Figure 1. Local utilization.
Drawn at 4 px/µm. The die is cut into 5 by 7 equal tiles; white is low, dark blue is high, 0 to 100% covered.
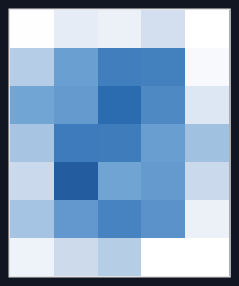
Figure 2. Metal layers overlaid.
Drawn at 8 px/µm. Only two layers are drawn.
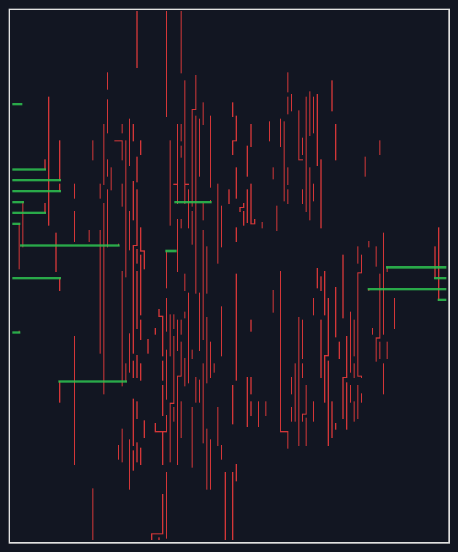
Figure 3. Floorplan with the power grid.
Drawn at 8 px/µm. Pins as bars on the die edge.
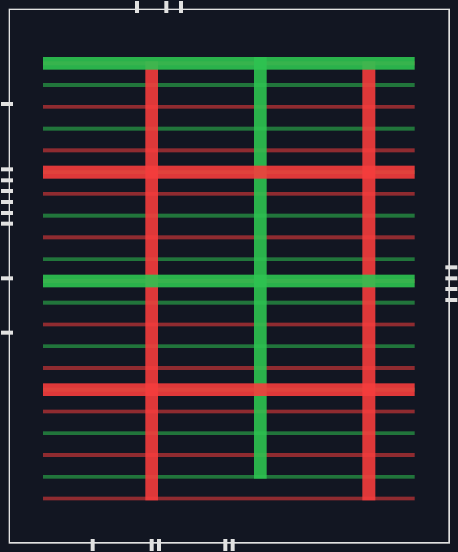
--- src/rtl/jk_ubus_pkg.sv ---
// Shared types and helpers for the UBUS central arbiter: bus phase encoding
// and beat-count arithmetic derived from the transfer size field.
package jk_ubus_pkg;

    typedef enum logic [1:0] {
        ARB  = 2'd0,
        ADDR = 2'd1,
        DATA = 2'd2
    } jk_ubus_phase_e;

    localparam int MAX_BEATS = 8;
    localparam int BEAT_W    = $clog2(MAX_BEATS) + 1;

    typedef logic [BEAT_W-1:0] beat_t;

    // size 0..3 selects a 1, 2, 4 or 8 beat transfer.
    function automatic beat_t beats_from_size(input logic [1:0] size);
        return beat_t'(1) << size;
    endfunction

endpackage

--- src/rtl/jk_rr_arbiter.sv ---
// Combinational round-robin pick: rotate the request vector so the search
// starts just above ptr, take the lowest set bit, then map back to a master.
module jk_rr_arbiter #(
    parameter int N  = 4,
    parameter int IW = $clog2(N)
) (
    input  logic [N-1:0]  req,
    input  logic [IW-1:0] ptr,
    output logic [IW-1:0] winner,
    output logic          any_req
);

    logic [2*N-1:0] dbl;
    logic [N-1:0]   rot;
    logic [IW:0]    shift;
    logic [IW:0]    pick;
    logic [IW:0]    sum_raw;

    assign dbl     = {req, req};
    assign shift   = {1'b0, ptr} + (IW+1)'(1);
    assign any_req = |req;

    always_comb begin
        rot = '0;
        for (int i = 0; i < N; i++) begin
            rot[i] = dbl[i + int'(shift)];
        end
    end

    // Scan downward so the lowest set rotated bit wins.
    always_comb begin
        pick = '0;
        for (int i = N - 1; i >= 0; i--) begin
            if (rot[i]) begin
                pick = (IW+1)'(i);
            end
        end
    end

    assign sum_raw = shift + pick;
    assign winner  = IW'((sum_raw >= (IW+1)'(N)) ? (sum_raw - (IW+1)'(N)) : sum_raw);

endmodule

--- src/rtl/jk_ubus_arbiter.sv ---
// UBUS central controller: ARB -> ADDR -> DATA sequencing with round-robin
// grant. Optional data-beat watchdog enabled by JK_UBUS_ARB_TIMEOUT_EN.
module jk_ubus_arbiter
    import jk_ubus_pkg::*;
#(
    parameter int NUM_MASTERS = 4,
    parameter int TIMEOUT     = 255
) (
    input  logic                   clk,
    input  logic                   reset,
    input  logic [NUM_MASTERS-1:0] req,
    output logic [NUM_MASTERS-1:0] gnt,
    output logic                   start,
    input  logic                   read,
    input  logic                   write,
    input  logic [1:0]             size,
    input  logic                   bip,
    input  logic                   wait_state,
    input  logic                   error,
    output logic                   xfer_done,
    output logic                   proto_err,
    output logic                   timeout
);

    localparam int IW = $clog2(NUM_MASTERS);

    jk_ubus_phase_e state_reg, state_next;

    logic [NUM_MASTERS-1:0] gnt_reg, gnt_next;
    logic [NUM_MASTERS-1:0] winner_onehot;
    logic                   start_reg, start_next;
    logic                   xfer_done_reg, xfer_done_next;
    logic                   proto_err_reg, proto_err_next;

    logic [IW-1:0] rr_ptr_reg;
    logic [IW-1:0] winner;
    logic          any_req;
    beat_t         beat_cnt_reg;
    beat_t         expected_reg;
    beat_t         beat_last;

    logic grant_go;
    logic addr_valid;
    logic addr_both;
    logic beat_done;
    logic beat_final;
    logic beat_bad;
    logic to_hit;
    logic terminate;

    jk_rr_arbiter #(
        .N  (NUM_MASTERS),
        .IW (IW)
    ) u_rr (
        .req     (req),
        .ptr     (rr_ptr_reg),
        .winner  (winner),
        .any_req (any_req)
    );

    genvar gi;
    generate
        for (gi = 0; gi < NUM_MASTERS; gi++) begin : g_onehot
            assign winner_onehot[gi] = (winner == IW'(gi));
        end
    endgenerate

    // start_reg gates arbitration so every grant follows a visible start cycle,
    // including the first ARB cycle after reset.
    assign grant_go   = start_reg && any_req;
    assign addr_valid = read ^ write;
    assign addr_both  = read & write;
    assign beat_done  = !wait_state;
    assign beat_last  = beat_cnt_reg + beat_t'(1);
    assign beat_final = beat_done && (!bip || (beat_last == expected_reg));
    assign beat_bad   = beat_done && (bip ? (beat_last == expected_reg)
                                          : (beat_last != expected_reg));
    assign terminate  = error || beat_final || to_hit;

`ifdef JK_UBUS_ARB_TIMEOUT_EN
    localparam int TW = ($clog2(TIMEOUT + 1) > 8) ? $clog2(TIMEOUT + 1) : 8;

    logic [TW-1:0] wait_cnt_reg;
    logic [TW:0]   wait_cnt_inc;
    logic          timeout_reg, timeout_next;

    assign wait_cnt_inc = {1'b0, wait_cnt_reg} + (TW+1)'(1);
    assign to_hit       = wait_state && (wait_cnt_inc >= (TW+1)'(TIMEOUT));
    assign timeout_next = (state_reg == DATA) && !error && to_hit;
    assign timeout      = timeout_reg;

    always_ff @(posedge clk) begin
        if (reset) begin
            wait_cnt_reg <= '0;
            timeout_reg  <= 1'b0;
        end else begin
            timeout_reg <= timeout_next;
            if ((state_reg == DATA) && wait_state && !terminate) begin
                wait_cnt_reg <= wait_cnt_reg + TW'(1);
            end else begin
                wait_cnt_reg <= '0;
            end
        end
    end
`else
    // No watchdog: wait_state may stall forever; constant 0 for any legal TIMEOUT.
    assign to_hit  = 1'b0;
    assign timeout = (TIMEOUT < 0);
`endif

    always_ff @(posedge clk) begin
        if (reset) begin
            state_reg     <= ARB;
            gnt_reg       <= '0;
            start_reg     <= 1'b0;
            xfer_done_reg <= 1'b0;
            proto_err_reg <= 1'b0;
        end else begin
            state_reg     <= state_next;
            gnt_reg       <= gnt_next;
            start_reg     <= start_next;
            xfer_done_reg <= xfer_done_next;
            proto_err_reg <= proto_err_next;
        end
    end

    always_comb begin
        state_next = state_reg;
        case (state_reg)
            ARB:     state_next = grant_go ? ADDR : ARB;
            ADDR:    state_next = addr_valid ? DATA : ARB;
            DATA:    state_next = terminate ? ARB : DATA;
            default: state_next = ARB;
        endcase
    end

    always_comb begin
        gnt_next       = '0;
        xfer_done_next = 1'b0;
        proto_err_next = 1'b0;
        start_next     = (state_next == ARB);
        case (state_reg)
            ARB: begin
                if (grant_go) begin
                    gnt_next = winner_onehot;
                end
            end
            ADDR: begin
                if (addr_valid) begin
                    gnt_next = gnt_reg;
                end
                proto_err_next = addr_both;
            end
            DATA: begin
                if (!terminate) begin
                    gnt_next = gnt_reg;
                end
                xfer_done_next = terminate;
                // A slave error ends the transfer outright; beat accounting is moot.
                proto_err_next = !error && beat_bad;
            end
            default: ;
        endcase
    end

    always_ff @(posedge clk) begin
        if (reset) begin
            rr_ptr_reg   <= IW'(NUM_MASTERS - 1);
            beat_cnt_reg <= '0;
            expected_reg <= beat_t'(1);
        end else begin
            if ((state_reg == ARB) && grant_go) begin
                rr_ptr_reg <= winner;
            end
            if (state_reg == ADDR) begin
                beat_cnt_reg <= '0;
                expected_reg <= beats_from_size(size);
            end else if ((state_reg == DATA) && beat_done && !terminate) begin
                beat_cnt_reg <= beat_last;
            end
        end
    end

    assign gnt       = gnt_reg;
    assign start     = start_reg;
    assign xfer_done = xfer_done_reg;
    assign proto_err = proto_err_reg;

endmodule
--- config.mk ---
export PLATFORM = sky130hd
export DESIGN_NAME = jk_ubus_arbiter
export DESIGN_NICKNAME = d
export VERILOG_FILES = /design/src/rtl/jk_ubus_pkg.sv /design/src/rtl/jk_rr_arbiter.sv /design/src/rtl/jk_ubus_arbiter.sv
export SDC_FILE = /design/constraint.sdc
export NUM_CORES = 1
export LEC_CHECK = 0
export ABC_AREA = 1
export CAP_MARGIN = 5
export CORE_ASPECT_RATIO = 1.25
export CORE_MARGIN = 4
export CORE_UTILIZATION = 43
export CTS_BUF_LIST = sky130_fd_sc_hd__clkbuf_4
export CTS_CLUSTER_DIAMETER = 100
export DETAILED_ROUTE_END_ITERATION = 7
export PLACE_DENSITY = 0.67
export SLEW_MARGIN = 20
export SYNTH_ARGS = -nofsm -noshare
export SYNTH_HDL_FRONTEND = slang
export SYNTH_SLANG_ARGS = --single-unit
--- constraint.sdc ---
create_clock -name clk -period 2.6 [get_ports clk]
set_clock_uncertainty 0.15 [all_clocks]
set_input_delay 0.52 -clock clk [delete_from_list [all_inputs] [get_ports clk]]
set_output_delay 0.52 -clock clk [all_outputs]
set_load 0.02 [all_outputs]
==> summary.txt <==
Implementation results

The depth of the CTS H-tree is 1. The design has 19 sequential cells. The initial core utilization is 46.58%. The diode insertion count for antenna repair is 0. Per the hold report, the tightest min-delay path originates at gnt[1]. The largest fanout of any net on the critical path is 7. The synthesis report lists the most area-consuming cells as sky130_fd_sc_hd__dfxtp_1 (32%), sky130_fd_sc_hd__nand2_1 (15%), sky130_fd_sc_hd__ha_1 (9.6%), sky130_fd_sc_hd__inv_1 (5.4%), sky130_fd_sc_hd__nor2_1 (3.8%). The number of flops mapped to enable cells by yosys is 0. The cell area after synthesis is approximately 1200 µm².

The sequential cells in the finished layout cover a total of 380.4 µm². The area share of buffers outside the clock network is 14.45%. Per STA, the worst path accumulates the most delay in the family simple AND/OR/NAND/NOR gates. The registers of the reported paths see a clock transition of between 100 and 150 ps. The buffering stage count on the worst path with inverters included is 0. After detailed routing, the number of remaining DRC violations is 0. The largest cell class by area is multi-input combinational cells. The synthesis log from Yosys contains 0 warnings. The first-pass GRT wire length is about 3900 µm. The number of logic inverters in the finished layout is 19. The final design utilization is 56.19%. The largest share of the power goes to combinational logic. The launching instance or port of the critical path is beat_cnt_reg[0]. In the final report, the number of hold violations comes to 0. The worst max-slew margin expressed relative to the limit is about two thirds.

Per the post-route antenna check, the number of violating nets is 0. Leaving out fill and tap cells, the most frequent cells in the layout are sky130_fd_sc_hd__nand2_1 (46), sky130_fd_sc_hd__dfxtp_1 (19), sky130_fd_sc_hd__clkdlybuf4s50_1 (19), sky130_fd_sc_hd__inv_1 (17), sky130_fd_sc_hd__nor2_1 (12). The yosys stat cell total is about 160. The startpoint class of the critical path is a flop. The worst hold path was traced through 2 stages. The report counts max-capacitance violations totalling 0.

The worst path uses 89.77% of the clock period. The final weighted congestion recorded by global placement is between 0.7 and 0.8. In the final layout, the fill cell count is roughly 250.

Wires add up to approximately 2300 µm. The via count is 1064. Internal power comes to between 500 and 600 µW. For reference, the critical path cell chain is ha_1 > xor2_1 > a21oi_1 > nand4_1 > ha_1 > nor2_1 > nor2_2 > nand2_1 > o21ai_1 > nor2_1 > nand3_1 > a21oi_1. The switching fraction of total power is ~40%. Combinational logic is responsible for 45.1% of the overall power. According to the I/O placement log, the pin count is 21. Looking at the post-CTS report, the setup buffer insertion count equals 0. The global-route track usage on met3 is 2.461%.

The count of routing violations after the opening detailed-route iteration is 36. The per-cell routed wire length is 10.44 µm. The library cell occupying the most area in the post-synthesis netlist is sky130_fd_sc_hd__dfxtp_1. The share of cell area taken by flip-flops and latches is 26.78%. Setup repair after global routing left no endpoint under its margin. The synthesized-area fraction occupied by ao, oa, aoi and oai cells is 11.80%.

The buffer_ports step reported a buffer count of 19. The amount of wire on met2 after detailed routing is 1094 µm. In the per-layer summary, the met1 wirelength comes to 1073 µm. The worst path setup slack after routing is 265.9 ps.

The completed layout was analyzed and its total power is 893.7 µW. The finished design was reported to have a net count of about 210. The shortest clock period the worst path allows after layout is ~2300 ps. For this run, the detailed router's first-pass iteration total came to 4. Per STA, the highest per-stage delay on the worst path measures 340 ps. The clock buffer instance count of the final layout is 4. The share of synthesized area spent on multiplexers is 0%. The detailed placer reported the number of placed instances as around 210. In this run the mean area of a mapped cell was 7.223 µm². The worst setup path is captured at a flop.

The remaining global-route overflow is 0. The number of multi-input combinational cells in the layout is 121. The multi-input combinational area share is 48.19%.

The met3 layer wire length in the routed design is 73 µm. The flow ran to the end, and the final reports show no timing, DRC or antenna violations. The most common cell after layout, fill and taps aside is sky130_fd_sc_hd__nand2_1. The most frequently used cell type in the post-synthesis netlist is sky130_fd_sc_hd__nand2_1.

The uppermost metal layer occupied by signal nets is met4. Counting cells, the worst reg-to-reg path comes to 12. The final tally of setup violations is 0. The number of hold buffers added after cts is 0. Entering global routing, the biggest net connects 11 pins. The final hold slack is 325.7 ps. The tally of unique sky130hd cells used after synthesis is 35.

The met1 capacity usage during global routing is 16.32%. The power share of the sequential group is 36.8%. The logic area is between 600 and 700 µm². The required time at the endpoint of the critical path is between 2000 and 3000 ps.

The slew at the pin closest to its max-slew limit is 515.1 ps. The power report lists the sequential group at 329 µW. The reported net switching power is 352.4 µW. In this run, the synthesized area fraction spent on adder and majority cells is recorded as 9.564%. According to the floorplan log, the row count is 20.

The setup slack on the worst flop-to-flop path is 270 ps. The highest clock rate is about 0.43 GHz. At the worst endpoint, the arrival time is 2410 ps. The number of antenna violations at the first check in global routing came to 0. The reported combinational group power is slightly above 400 µW. Measured on the final layout, the clock distribution area share stands at 2.115%.

The via count of the first global-routing pass is 987. The instance count on the critical path is 12. Leaving out filler cells and counting taps, the final layout contains 217. The layer flagged by global routing as most heavily used is met2. TritonCTS built the clock tree. Dividing total power by cell area gives a power density of 629.3 nW/µm². The combined global-route utilization of all metal layers is between 10% and 20%.

The post-cts resize count is 0. The area of the die is between 3000 and 4000 µm². The post-synthesis async set-or-reset flop share is 0%.

Timing analysis after detailed placement gives a worst setup slack of 20.07 ps. The clock sink count is 19. The simple logic cell fraction of the synthesized area is between 30 and 40%. The top logic cell family in the synthesized netlist is simple AND/OR/NAND/NOR gates. The reg-to-reg startpoint is beat_cnt_reg[0]. The worst setup path is of the reg2reg kind. The number of buffers on the longest clock path is 2. The met2 track demand over resource in global routing is 25.00%. Summed over all nets, the half-perimeter wirelength after detailed placement is 1813 µm. The count of plain and timing-repair buffers in the layout is 21.
-- Figure 1 (at the start) --
densest ninth of the die: center
tiles over 75% full: 5.7%
nearly empty tiles: 11%
fullest tile: 82%

-- Figure 2 (at the start) --
legend:
  M2:
    color: red
    wire_length: 1090 µm
  M3:
    color: green
    wire_length: 73.4 µm

-- Figure 3 (at the start) --
legend:
  VSS:
    color: red
  VDD:
    color: green
signal pins: 21
met4 straps: 3
width of the chip: 54.80 µm
core area: 2527 µm²
maximum resistive drop on vdd: 0.0003518 V
overall die height: 66.51 µm

No activity file was given, so power comes from the tool's default toggle rates.
